### Routed clock nets over the placement, run 1

The bar under the picture is 20 µm long.
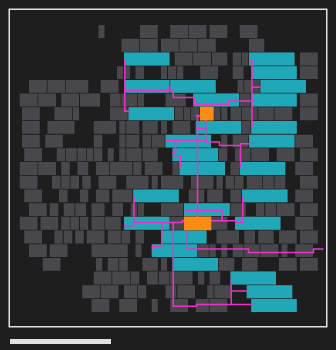
### Routed metal per tile, run 1

13 x 13 tiles, from dark blue (low) to red (high), scaled to the fullest tile. Values are wire area over tile area, all layers added.
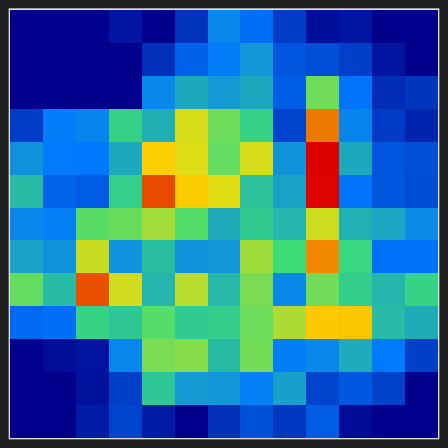
### Where the registers sit, run 1

The bar under the picture is 20 µm long.
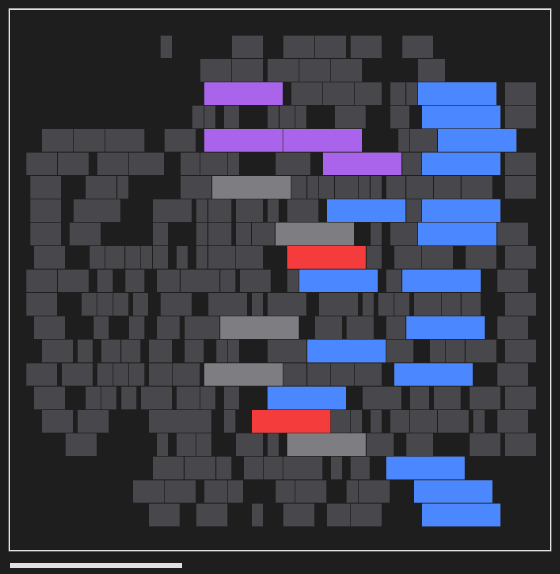
### Cells by drive strength, run 1

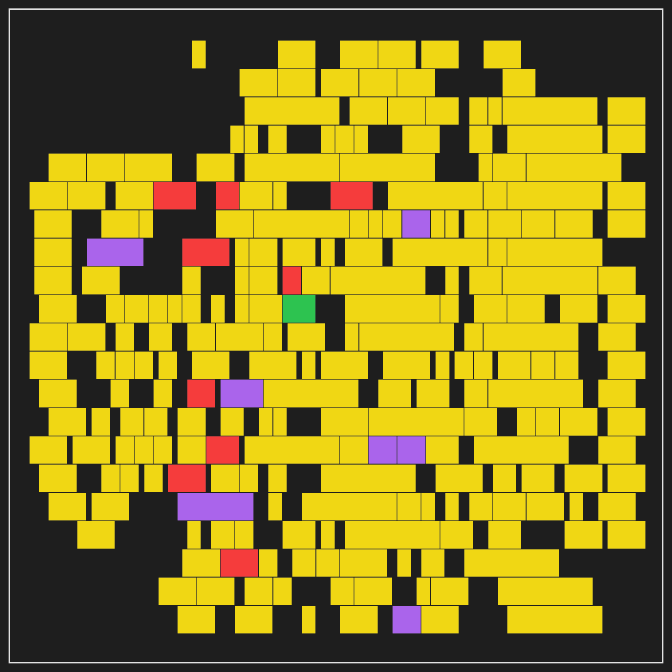
<file path="config.mk">
export PLATFORM = sky130hd
export DESIGN_NAME = gate_op_scheduler
export DESIGN_NICKNAME = d
export VERILOG_FILES = /design/src/rtl/gate_op_scheduler.sv
export SDC_FILE = /design/constraint.sdc
export NUM_CORES = 1
export LEC_CHECK = 0
export ABC_CLOCK_PERIOD_IN_PS = 7400
export CORE_MARGIN = 1.5
export CORE_UTILIZATION = 48
export CTS_CLUSTER_SIZE = 10
export DETAILED_ROUTE_END_ITERATION = 8
export GPL_ROUTABILITY_DRIVEN = 0
export HOLD_SLACK_MARGIN = 0.05
export PLACE_DENSITY = 0.94
export RECOVER_POWER = 25
export SYNTH_ARGS = -nofsm -noshare
export SYNTH_HDL_FRONTEND = slang
export SYNTH_SLANG_ARGS = --single-unit
</file>
<file path="constraint.sdc">
create_clock -name clk -period 7.4 [get_ports clk]
set_input_delay 0.74 -clock clk [delete_from_list [all_inputs] [get_ports clk]]
set_output_delay 0.74 -clock clk [all_outputs]
set_load 0.02 [all_outputs]
</file>
<file path="src/rtl/gate_op_scheduler.sv">
// Round-robin scheduler sharing one 12-function gate-evaluation unit among NREQ requesters,
// with a one-entry response register. Define GATE_SCHED_OPCHK_EN to report illegal opcodes.
module gate_op_scheduler #(
  parameter int NREQ = 4,
  parameter int IDW  = 2
) (
  input  logic              clk,
  input  logic              rst_n,
  input  logic [NREQ-1:0]   req_valid,
  output logic [NREQ-1:0]   req_ready,
  input  logic [4*NREQ-1:0] req_op,
  input  logic [NREQ-1:0]   req_i1,
  input  logic [NREQ-1:0]   req_i2,
  output logic              rsp_valid,
  input  logic              rsp_ready,
  output logic [IDW-1:0]    rsp_id,
  output logic [3:0]        rsp_op,
  output logic              rsp_o,
  output logic              rsp_hiz,
  output logic              rsp_err,
  output logic              err_sticky,
  output logic [15:0]       op_cnt
);

  typedef enum logic {ST_EMPTY, ST_FULL} state_t;

  state_t          state_q, state_d;
  logic [IDW-1:0]  ptr_q, ptr_d;
  logic [15:0]     cnt_q, cnt_d;
  logic [IDW-1:0]  id_q;
  logic [3:0]      op_q;
  logic            o_q, hiz_q;

  logic            slot_free, gnt_found, accept;
  logic [IDW-1:0]  gnt_idx;
  logic [IDW:0]    scan, ptr_inc;
  logic [3:0]      gnt_op;
  logic [1:0]      gnt_res;

  // Returns {hiz, o}; o is forced low whenever the output floats.
  function automatic logic [1:0] gate_eval(input logic [3:0] op, input logic i1, input logic i2);
    logic o, hiz;
    o   = 1'b0;
    hiz = 1'b0;
    case (op)
      4'd0:    o = i1 & i2;
      4'd1:    o = i1 | i2;
      4'd2:    o = ~(i1 & i2);
      4'd3:    o = ~(i1 | i2);
      4'd4:    o = i1 ^ i2;
      4'd5:    o = ~(i1 ^ i2);
      4'd6:    o = i1;
      4'd7:    o = ~i1;
      4'd8:    begin hiz = ~i2; o = i1 & i2;   end
      4'd9:    begin hiz = i2;  o = i1 & ~i2;  end
      4'd10:   begin hiz = ~i2; o = ~i1 & i2;  end
      4'd11:   begin hiz = i2;  o = ~i1 & ~i2; end
      default: hiz = 1'b1;
    endcase
    return {hiz, o};
  endfunction

  assign rsp_valid = (state_q == ST_FULL);
  assign slot_free = ~rsp_valid | rsp_ready;

  always_comb begin
    gnt_found = 1'b0;
    gnt_idx   = '0;
    scan      = '0;
    for (int i = 0; i < NREQ; i++) begin
      scan = {1'b0, ptr_q} + (IDW+1)'(i);
      if (scan >= (IDW+1)'(NREQ)) scan = scan - (IDW+1)'(NREQ);
      if (!gnt_found && req_valid[scan[IDW-1:0]]) begin
        gnt_found = 1'b1;
        gnt_idx   = scan[IDW-1:0];
      end
    end
  end

  // Reset also masks the grant so nothing is offered while rst_n is low.
  assign accept = gnt_found & slot_free & rst_n;

  always_comb begin
    req_ready = '0;
    if (accept) req_ready[gnt_idx] = 1'b1;
  end

  assign gnt_op  = req_op[{gnt_idx, 2'b00} +: 4];
  assign gnt_res = gate_eval(gnt_op, req_i1[gnt_idx], req_i2[gnt_idx]);
  assign ptr_inc = {1'b0, gnt_idx} + (IDW+1)'(1);

  always_comb begin
    state_d = state_q;
    ptr_d   = ptr_q;
    cnt_d   = cnt_q;
    if (accept) begin
      state_d = ST_FULL;
      ptr_d   = (ptr_inc == (IDW+1)'(NREQ)) ? '0 : ptr_inc[IDW-1:0];
      cnt_d   = cnt_q + 16'd1;
    end else if (rsp_ready) begin
      state_d = ST_EMPTY;
    end
  end

  always_ff @(posedge clk or negedge rst_n) begin
    if (!rst_n) begin
      state_q <= ST_EMPTY;
      ptr_q   <= '0;
      cnt_q   <= '0;
      id_q    <= '0;
      op_q    <= '0;
      o_q     <= 1'b0;
      hiz_q   <= 1'b0;
    end else begin
      state_q <= state_d;
      ptr_q   <= ptr_d;
      cnt_q   <= cnt_d;
      if (accept) begin
        id_q  <= gnt_idx;
        op_q  <= gnt_op;
        o_q   <= gnt_res[0];
        hiz_q <= gnt_res[1];
      end
    end
  end

  assign rsp_id  = id_q;
  assign rsp_op  = op_q;
  assign rsp_o   = o_q;
  assign rsp_hiz = hiz_q;
  assign op_cnt  = cnt_q;

`ifdef GATE_SCHED_OPCHK_EN
  logic op_illegal, err_q, sticky_q;
  assign op_illegal = gnt_op[3] & gnt_op[2];

  always_ff @(posedge clk or negedge rst_n) begin
    if (!rst_n) begin
      err_q    <= 1'b0;
      sticky_q <= 1'b0;
    end else if (accept) begin
      err_q    <= op_illegal;
      sticky_q <= sticky_q | op_illegal;
    end
  end

  assign rsp_err    = err_q;
  assign err_sticky = sticky_q;
`else
  assign rsp_err    = 1'b0;
  assign err_sticky = 1'b0;
`endif

endmodule

</file>
==> flow_results.org, run 1 <==
#+TITLE: Synthesis and PnR summary

** Logic synthesis
- Among all flip-flop cells after synthesis, the most frequent one is dfrtp_1.
- Post-synth cell types :: between 40 and 50
- Aoi/oai-family share of the synthesized area :: about 15%
- Warnings from Yosys :: 0
- Of the total synthesized cell area, the portion taken by full adders, half adders and majority gates is 5.84%.
- Number of flops mapped to enable cells by yosys :: 0
- Xor/xnor cell area share of the yosys netlist :: roughly 8.2%
- Post-synthesis, Yosys gives the total cell area as around 0.0017 mm².

** Global routing
- The initial antenna violation count came to 0.
- Vias in the first global route :: 1419

** Clock tree
- Per the CTS log, the maximum H-tree level is 1.
- CTS Buf Count :: 3
- TritonCTS built the clock tree.
- Root buffer cell :: clkbuf_4
- Largest buffer count on any clock path :: 2

** STA
- Hold Vio Cnt, Final :: 0
- Setup repair after global routing left no endpoint under its margin.
- Counting pins that exceed their max-slew limit in the final report gives 0.
- At the pin with the least slew margin, the transition time is ~1400 ps.
- Summed over all failing endpoints, the final setup total negative slack is 0 ps.

** Finish
- Summing all flip-flop and latch instances after layout gives about 680 µm².
- Share of layout cells above drive strength 1 :: under 10%
- The layout report lists the multi-input gate area as 986 µm².

** Die
- Ports placed on the boundary :: 62
- The die covers around 0.004 mm².
- Horizontal extent of the die :: between 60 and 70 µm
- Vert. Die Dim :: 62.8 µm

** Routing
- Per the detailed-route log, wirelength across all metal layers totals approximately 3600 µm.
- Vias/cell :: around 5.4
- The script logs the mean routed wire length per placed instance as ~13 µm.
- Number of detailed-route iterations in the first pass :: 4

** Worst setup path
- The timing report attributes the biggest portion of critical-path delay to buffers and inverters.
- Per STA, the worst path is made up of dlygate4sd3_1 > clkbuf_1 > o41ai_1 > nor2b_1 > and2_1 > clkdlybuf4s50_1.
- Largest incremental delay on the critical path :: 1030 ps
- Crit path DAT :: roughly 4000 ps
- The number of buffers and inverters on the critical path is 3.
- Data required time of the critical path :: roughly 6700 ps

** Pwr
- Per the OpenROAD power report, leakage power amounts to a little over 1 nW.
- Of the total power, combinational logic draws a little under three fifths.
- Int Power :: between 0.3 and 0.4 mW
- In this run, the clock network consumes 9.9% of the power.

** Place
- Placed cells :: approximately 280
- Count of input and output buffers :: a little under 60

** Run status
- Result of the run :: complete, no violations

** Job
- Summing over the stages, the warning tally comes to 31.
About 'Routed clock nets over the placement':
legend:
  orange:
    item: clock drivers
    count: 3
  cyan:
    item: flip-flops
    count: 27
  magenta:
    item: clock wires
    length: 246 µm
routed clock nets: 4

About 'Routed metal per tile':
nearly empty tiles: 14%
densest ninth of the die: center
fullest tile: 0.46
tiles over half the peak: 21%
emptiest ninth of the die: upper left

About 'Where the registers sit':
legend:
  purple:
    netlist_name: rsp_op
    sequential_cells: 4
    where: top center
  blue:
    netlist_name: op_cnt
    sequential_cells: 16
  red:
    netlist_name: rsp_id
    sequential_cells: 2
not colored: 5

About 'Cells by drive strength':
legend:
  yellow:
    size: _0 and _1 cells
    cells: 222
    share: 93%
    most_used: clkdlybuf4s50_1
  green:
    size: _6 and larger
    cells: 1
    share: 0.42%
    most_used: inv_6
  red:
    size: _2 cells
    cells: 9
    share: 3.8%
  purple:
    size: _3 and _4 cells
    cells: 7
    share: 2.9%
    most_used: clkbuf_4

## run 1: worst reg2reg max path, cell delays in order, from the launching register on
cell and delay [ps]:
dfrtp_1 470, mux2i_1 360, o22ai_4 180, nor2_4 220
inv_6 80, mux2i_1 120, mux2_4 310, ha_1 290
a21boi_0 120, o211a_1 220, o21ai_0 210, o311ai_1 130
## run 1: area by class of cell
type	instances	area share, %
multi-input combinational	143	41.6
clock buffer	3	0.951
clock inverter	1	0.317
tap	46	2.43
timing repair buffer	60	25.1
inverter	5	1.06
sequential	27	28.5
## run 1: path summary, 6_finish.rpt
kind | startpoint | end | slack, ps | cells after the start
max in group asynchronous | rst_n | op_cnt[0] | 5320 | 2
min reg2reg | op_cnt[15] | op_cnt[15] | 480 | 1
min in group asynchronous | rst_n | op_cnt[7] | 1260 | 2
max reg2reg | ptr_q[1] | rsp_o | 4580 | 11
max | rst_n | req_ready[2] | 2610 | 6
min | op_cnt[15] | op_cnt[15] | 480 | 1
## run 1: state kept, by name, indices dropped and copies added, names as in the netlist
signal     cells
op_cnt        16
rsp_op         4
ptr_q          2
rsp_id         2
rsp_hiz        1
rsp_o          1
rsp_valid      1
## run 1: kinds of logic (layout without fill, tap and decap cells)
| kind of cell | count (synthesis) | after routing |
|---|---|---|
| flops | 27 | 27 |
| simple gates | 71 | 71 |
| buf+inv | 11 | 69 |
| fa+ha+maj | 8 | 8 |
| other cells | 1 | 2 |
| xor+xnor | 16 | 16 |
| compound gates | 35 | 35 |
| mux | 11 | 11 |
## run 1: layer usage
layer	share of wire, %	routed length, µm	track usage, %
met1	43	1550	22.6
met2	50	1800	33.2
met3	5.7	206	2.70
met4	1.2	44	6.39
met5	0	0	0
## run 1: per-stage QoR
| stage | total power, mW | utilization [%] | worst slack (ps) |
|---|---|---|---|
| global placement | 0.564 | 69.1 | 3580 |
| global route | 0.676 | 69.9 | 2230 |
| finish | 0.633 | 69.9 | 2610 |
| CTS | 0.638 | 70.0 | 3530 |
| detailed placement | 0.576 | 69.1 | 3550 |
| floorplan | 0.445 | - | 4590 |
## run 1: placed cells by master, fill, tap and decap left out, types with 5 or more instances in the layout
| master | n |
|---|---|
| dfrtp_1 | 27 |
| nand3_1 | 17 |
| clkdlybuf4s50_1 | 58 |
| a21oi_1 | 5 |
| nand2_1 | 22 |
| and3_1 | 7 |
| nor2_1 | 5 |
| ha_1 | 8 |
| o21ai_0 | 10 |
| mux2i_1 | 8 |
| xnor2_1 | 14 |
## run 1: power groups by stage
stage	Sequential, mW	Combinational [mW]	Clock, mW
2_1_floorplan	0.254	0.191	0
3_3_place_gp	0.220	0.343	0
3_5_place_dp	0.222	0.354	0
4_1_cts	0.219	0.355	0.0636
5_1_grt	0.223	0.384	0.0688
6_report	0.219	0.352	0.0626
==> run 1 -> run 2 <==
ABC_CLOCK_PERIOD_IN_PS = 4250   (was 7400)
CORE_UTILIZATION = 40   (was 48)
PLACE_DENSITY = 0.85   (was 0.94)
clock period = 4.25 ns   (was 7.4 ns; I/O delays follow)
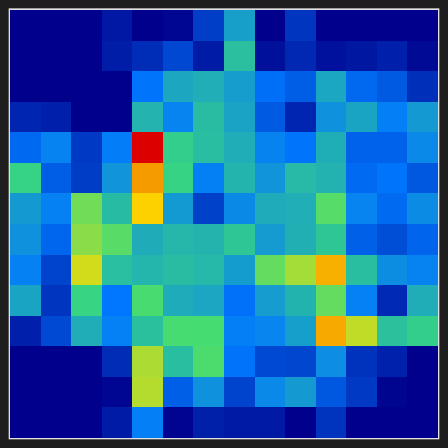
*Routed metal per tile, run 2*
14 x 14 tiles, from dark blue (low) to red (high), scaled to the fullest tile. Values are wire area over tile area, all layers added.
nearly empty tiles: 19%
fullest tile: 0.50
tiles over half the peak: 10%
mean over tiles: 0.13

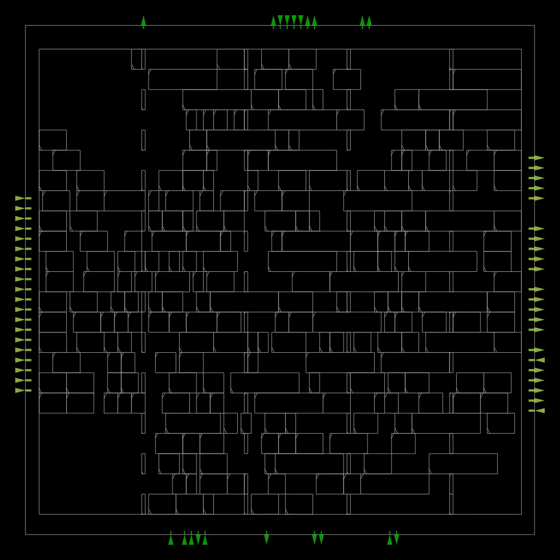
*Cell outlines without signal wires, run 2*
utilization of the core after routing: 58.9%
Taps Inserted: 50

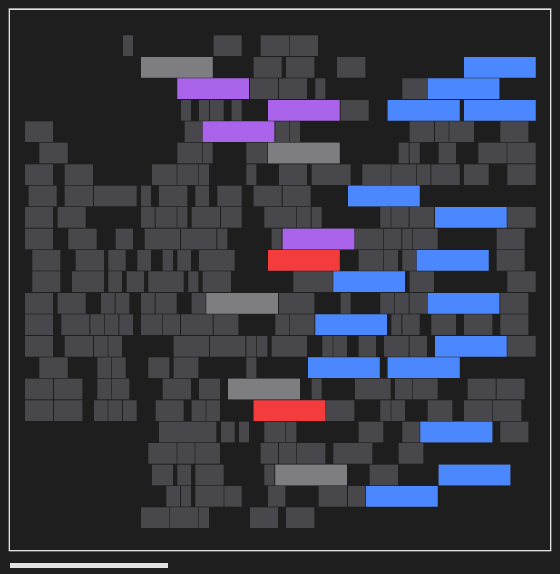
*Where the registers sit, run 2*
The bar under the picture is 20 µm long.
register cell area after layout: 676 µm²
Seq area share: 28.3%
sequential cell power: 0.381 mW

==> run 2 against run 1 <==
Total power rose by 80%. Final cell count up 1.4%. Clock skew increased by 1.5 ps. Clock power is 130% higher. Die size up 19%. Design area increased by 0.90%. Non-clock buffer count did not move. Register-to-register slack got worse by 3100 ps. Worst hold slack got worse by 0.85 ps. Synthesized area stayed put. Sequential cell count is the same. Largest cell class unchanged. Highest routed layer unchanged.
==> flow_results.org, run 2 <==
#+TITLE: Synthesis and PnR summary

** Die
- Ports placed on the boundary :: 62
- Measured along the x axis, the die boundary spans roughly 70 µm.
- Vert. Die Dim :: 68.5 µm

** Clock tree
- TritonCTS built the clock tree.
- Root buffer cell :: clkbuf_8
- No sink is reached through more buffers than the 2 on the longest clock path.
- The clock tree has to reach 27 sinks.

** STA
- Setup slack on the critical path of the routed design comes to approximately 1200 ps.
- Endpoints failing hold in the final report were tallied at 0.
- Setup TNS after final layout :: 0 ps
- Actual transition at the worst max-transition pin :: about 1400 ps
- Setup repair after global routing missed its margin :: no
- Fin. max-slew vios :: 0

** Logic synthesis
- Yosys stat chip area :: around 0.0017 mm²
- Post-synth cell types :: 48
- Counting flops with a built-in enable in the synthesized netlist gives 0.
- Max-area cell share :: between 30% and 40%
- During synthesis, Yosys emitted a total of 0 warnings.
- Per the synth stats, the flop cell with the highest instance count is dfrtp_1.

** Finish
- # nets final :: 279
- The register with the most flip-flops in the layout has 16 of them.
- Leaving out fill and tap cells, the most frequent cell in the layout is clkdlybuf4s50_1.
- Area of combinational cells with multiple inputs :: 986 µm²
- Ranking logic cells in the layout by count gives the top entries clkdlybuf4s50_1, dfrtp_1, nand2_1.

** Routing
- Number of detailed-route iterations in the first pass :: 4
- After detailed routing, the number of vias per cell comes to around 5.2.
- Routed length per instance :: 12.8 µm
- Per the detailed-route log, wirelength across all metal layers totals about 3700 µm.

** Global routing
- Initial antenna violation count :: 0
- Vias in the first global route :: 1459

** Place
- Per the post-place timing report, worst setup slack is 1060 ps.

** Worst setup path
- Data required time of the critical path :: 3830 ps
- The arrival time of data at the worst endpoint is listed as between 2000 and 3000 ps.

** Job
- Tool Warnings :: 31

** Run status
- The flow ran to the end, and the final reports show no timing, DRC or antenna violations.

** Pwr
- Static Leak :: approximately 1.0 nW
[run 2: final timing paths]
path                         startpoint            to  slack [ps]  cells past startpoint
max                        req_valid[3]  req_ready[2]        1170                      5
max in group asynchronous         rst_n     op_cnt[2]        2350                      2
min in group asynchronous         rst_n      ptr_q[1]        1070                      2
max reg2reg                    ptr_q[1]         rsp_o        1470                     11
min reg2reg                   rsp_op[1]     rsp_op[1]         480                      2
min                           rsp_op[1]     rsp_op[1]         480                      2
[run 2: stage by stage]
stage               instances  power (mW)  hold WS, ps  area (µm²)
floorplan                 181       0.774          129        1720
global placement          285       0.986          459        2350
detailed placement        285        1.00          464        2350
CTS                       289        1.15          487        2390
global route              289        1.23          514        2390
finish                    289        1.14          482        2390
[run 2: power by group]
| group | total (mW) | internal, mW | switching, mW |
|---|---|---|---|
| Combinational | 0.614 | 0.291 | 0.323 |
| Clock | 0.144 | 0.0657 | 0.0787 |
| Sequential | 0.381 | 0.319 | 0.0625 |
[run 2: cells by family after synthesis]
family,share of synthesized area [%]
DFF,39.4
AOI/OAI and AO/OA,15.0
muxes,6.86
xor gates and xnor gates,8.18
other,0.219
and+or+nand+nor,21.2
adders and majority gates,5.84
buffers and inverters,3.28
[run 2: cell type report]
cell class | instances | area share, %
multi-input cells | 143 | 41.3
flip-flops and latches | 27 | 28.3
repair buffers | 60 | 24.9
well taps | 50 | 2.62
clock buffers | 3 | 1.73
inverters | 5 | 1.05
clock inverters | 1 | 0.209
[run 2: metal layers]
metal | vias to the layer above | track usage [%] | share of wire (%)
met3 | 7 | 1.64 | 5.0
met5 | - | 0 | 0
met4 | 0 | 6.50 | 1.7
li1 | 752 | - | -
met1 | 695 | 22.9 | 45
met2 | 55 | 30.6 | 48
[run 2: critical path: stages]
cell             delay (ps)
clkdlybuf4s50_1         650
o41ai_1                 160
nor2b_1                 590
and2_1                  230
clkdlybuf4s50_1         600
Power is estimated from default activity; no workload was simulated.
